File: src/rtl/divide_unit.sv
// Iterative radix-2 restoring divider for RISC-V DIV/DIVU/REM/REMU.
// One operation per start; 32 iterations; one-cycle done pulse with registered result.
//
// state  | meaning
// IDLE   | waiting for div_en; result holds last value
// CALC   | one restoring-division iteration per cycle
// DONE   | div_done high for one cycle; result valid
module divide_unit #(
  parameter int XLEN = 32
) (
  input  logic            clk,
  input  logic            rstn,
  input  logic            div_en,
  input  logic            flush,
  input  logic [1:0]      div,
  input  logic [XLEN-1:0] dividend,
  input  logic [XLEN-1:0] divisor,
  output logic            busy,
  output logic            div_done,
  output logic [XLEN-1:0] result
);

  localparam int CW = $clog2(XLEN);

  typedef enum logic [1:0] {S_IDLE, S_CALC, S_DONE} state_t;

  state_t          state_q, state_d;
  logic [CW-1:0]   cnt_q;
  logic            is_rem_q, neg_q_q, neg_r_q;
  logic [XLEN-1:0] rem_q, quo_q, dvs_q;

  logic            op_signed, a_neg, b_neg, div_zero, ovf, special, accept, last;
  logic [XLEN-1:0] a_mag, b_mag, special_res;
  logic [XLEN:0]   rem_sh;
  logic [XLEN+1:0] diff;
  logic            ge;
  logic [XLEN-1:0] next_rem, next_quo, fix_src, fixed;
  logic            fix_neg;

  assign op_signed = ~div[0];
  assign a_neg     = op_signed & dividend[XLEN-1];
  assign b_neg     = op_signed & divisor[XLEN-1];
  assign a_mag     = a_neg ? -dividend : dividend;
  assign b_mag     = b_neg ? -divisor : divisor;
  assign div_zero  = (divisor == '0);
  assign ovf       = op_signed & (dividend == {1'b1, {(XLEN-1){1'b0}}}) & (&divisor);
  assign special   = div_zero | ovf;
  // Overflow DIV returns the dividend itself (most negative value)
  assign special_res = div_zero ? (div[1] ? dividend : '1)
                                : (div[1] ? '0 : dividend);
  assign accept    = (state_q == S_IDLE) & div_en & ~flush;
  assign last      = (cnt_q == CW'(XLEN-1));

  // Borrow out of the 33-bit trial subtract decides the quotient bit
  assign rem_sh   = {rem_q, quo_q[XLEN-1]};
  assign diff     = {1'b0, rem_sh} - {2'b00, dvs_q};
  assign ge       = ~diff[XLEN+1];
  assign next_rem = ge ? diff[XLEN-1:0] : rem_sh[XLEN-1:0];
  assign next_quo = {quo_q[XLEN-2:0], ge};

  assign fix_src = is_rem_q ? next_rem : next_quo;
  assign fix_neg = is_rem_q ? neg_r_q : neg_q_q;
  assign fixed   = fix_neg ? -fix_src : fix_src;

  always_ff @(posedge clk) begin
    if (!rstn) state_q <= S_IDLE;
    else       state_q <= state_d;
  end

  always_comb begin
    state_d = state_q;
    case (state_q)
      S_IDLE:  if (accept) state_d = special ? S_DONE : S_CALC;
      S_CALC:  if (flush) state_d = S_IDLE;
               else if (last) state_d = S_DONE;
      S_DONE:  state_d = S_IDLE;
      default: state_d = S_IDLE;
    endcase
  end

  always_comb begin
    busy     = (state_q != S_IDLE);
    div_done = (state_q == S_DONE);
  end

  always_ff @(posedge clk) begin
    if (!rstn) begin
      cnt_q    <= '0;
      is_rem_q <= 1'b0;
      neg_q_q  <= 1'b0;
      neg_r_q  <= 1'b0;
      rem_q    <= '0;
      quo_q    <= '0;
      dvs_q    <= '0;
      result   <= '0;
    end else if (accept) begin
      cnt_q    <= '0;
      is_rem_q <= div[1];
      neg_q_q  <= a_neg ^ b_neg;
      neg_r_q  <= a_neg;
      rem_q    <= '0;
      quo_q    <= a_mag;
      dvs_q    <= b_mag;
      if (special) result <= special_res;
    end else if (state_q == S_CALC) begin
      cnt_q <= cnt_q + CW'(1);
      rem_q <= next_rem;
      quo_q <= next_quo;
      if (last && !flush) result <= fixed;
    end
  end

endmodule

File: config.mk
export PLATFORM = sky130hd
export DESIGN_NAME = divide_unit
export DESIGN_NICKNAME = d
export VERILOG_FILES = /design/src/rtl/divide_unit.sv
export SDC_FILE = /design/constraint.sdc
export NUM_CORES = 1
export LEC_CHECK = 0
export ABC_AREA = 1
export ABC_CLOCK_PERIOD_IN_PS = 6100
export CAP_MARGIN = 20
export CORE_MARGIN = 10
export CORE_UTILIZATION = 40
export DETAILED_ROUTE_END_ITERATION = 6
export GPL_TIMING_DRIVEN = 0
export PLACE_DENSITY = 0.7
export SYNTH_ARGS = -nofsm -noshare
export SYNTH_HDL_FRONTEND = slang
export SYNTH_SLANG_ARGS = --single-unit
File: constraint.sdc
create_clock -name clk -period 6.1 [get_ports clk]
set_input_delay 1.22 -clock clk [delete_from_list [all_inputs] [get_ports clk]]
set_output_delay 1.22 -clock clk [all_outputs]
set_load 0.05 [all_outputs]
==> results.txt <==
yosys + openroad results -> # DRC=0, status=finished, final reports clean, CP Launch Point=dividend[0], crit-path max FO=10, Final nets=2,347, Least-Margin Pin Slew=0.7708 ns, Tap Count=396, Non-clock buffer share=10.09%, worst endpoint required time=6.41 ns, Hold/Removal Path Class=flop to flop, combinational power share=43.8%, number of diodes=0, vias in the first global route=13,349, ClkCell Share=3.999%, comb_multi_in=1,578, R2R Setup Slk=2.32 ns, syn nets=2,226, area delta synth->final=16.98%, most frequent logic cell in the layout=nand2_1, P_sw=1.634 mW, number of routed nets with antenna violations=0, number of logged tool warnings=27, Worst Hold Depth=2, CTS sink count=138, num rows=64, fin area=14,420 um^2, Comb/total area=55.29%, final setup margin=1.853 ns
==> cell families (layout without fill, tap and decap cells) <==
| kind of cell | after synthesis | in the layout | share of synthesized area, % |
|---|---|---|---|
| AND/OR/NAND/NOR | 1086 | 1086 | 38.29 |
| buffers and inverters | 401 | 535 | 12.92 |
| AND-OR/OR-AND | 381 | 381 | 17.21 |
| flip-flops | 138 | 138 | 22.40 |
| XOR/XNOR | 67 | 67 | 4.759 |
| adder cells (fa/ha/maj) | 44 | 44 | 4.424 |
==> routing by layer <==
layer	global-route usage (%)	wire, um	up-vias
met1	37.20	23770	6743
met4	7.551	1288	2
met3	3.289	4384	80
li1	-	-	7065
met5	0	19	-
met2	40.97	22940	716
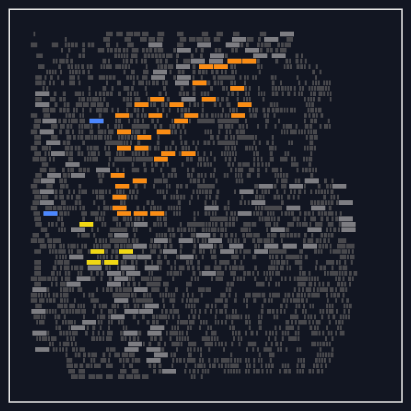
(sequential cells colored by netlist name)
(2 px per um) Other sequential cells in the stronger gray, the rest of the logic in the fainter gray.
| color | signal | flops |
|---|---|---|
| yellow | cnt_q | 5 |
| blue | state_q | 2 |
| orange | quo_q | 32 |
not colored: 99
post-layout util: 47.28%
sequential power: 1.01 mW
sequential cell area share: 19.15%
register area: 2763 um^2

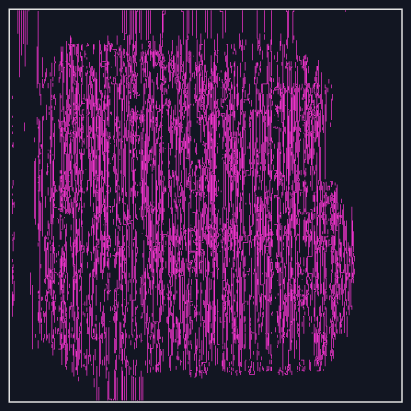
(met2 routing)
(2 px per um)
nets with wire on the layer: 1,888
main direction: vertical
wire length on this layer: 22.9 mm
GR met2 Demand/Resource: 40.97%
vias: 14,606
total wire length: 52.40 mm

Power is estimated from default activity; no workload was simulated.
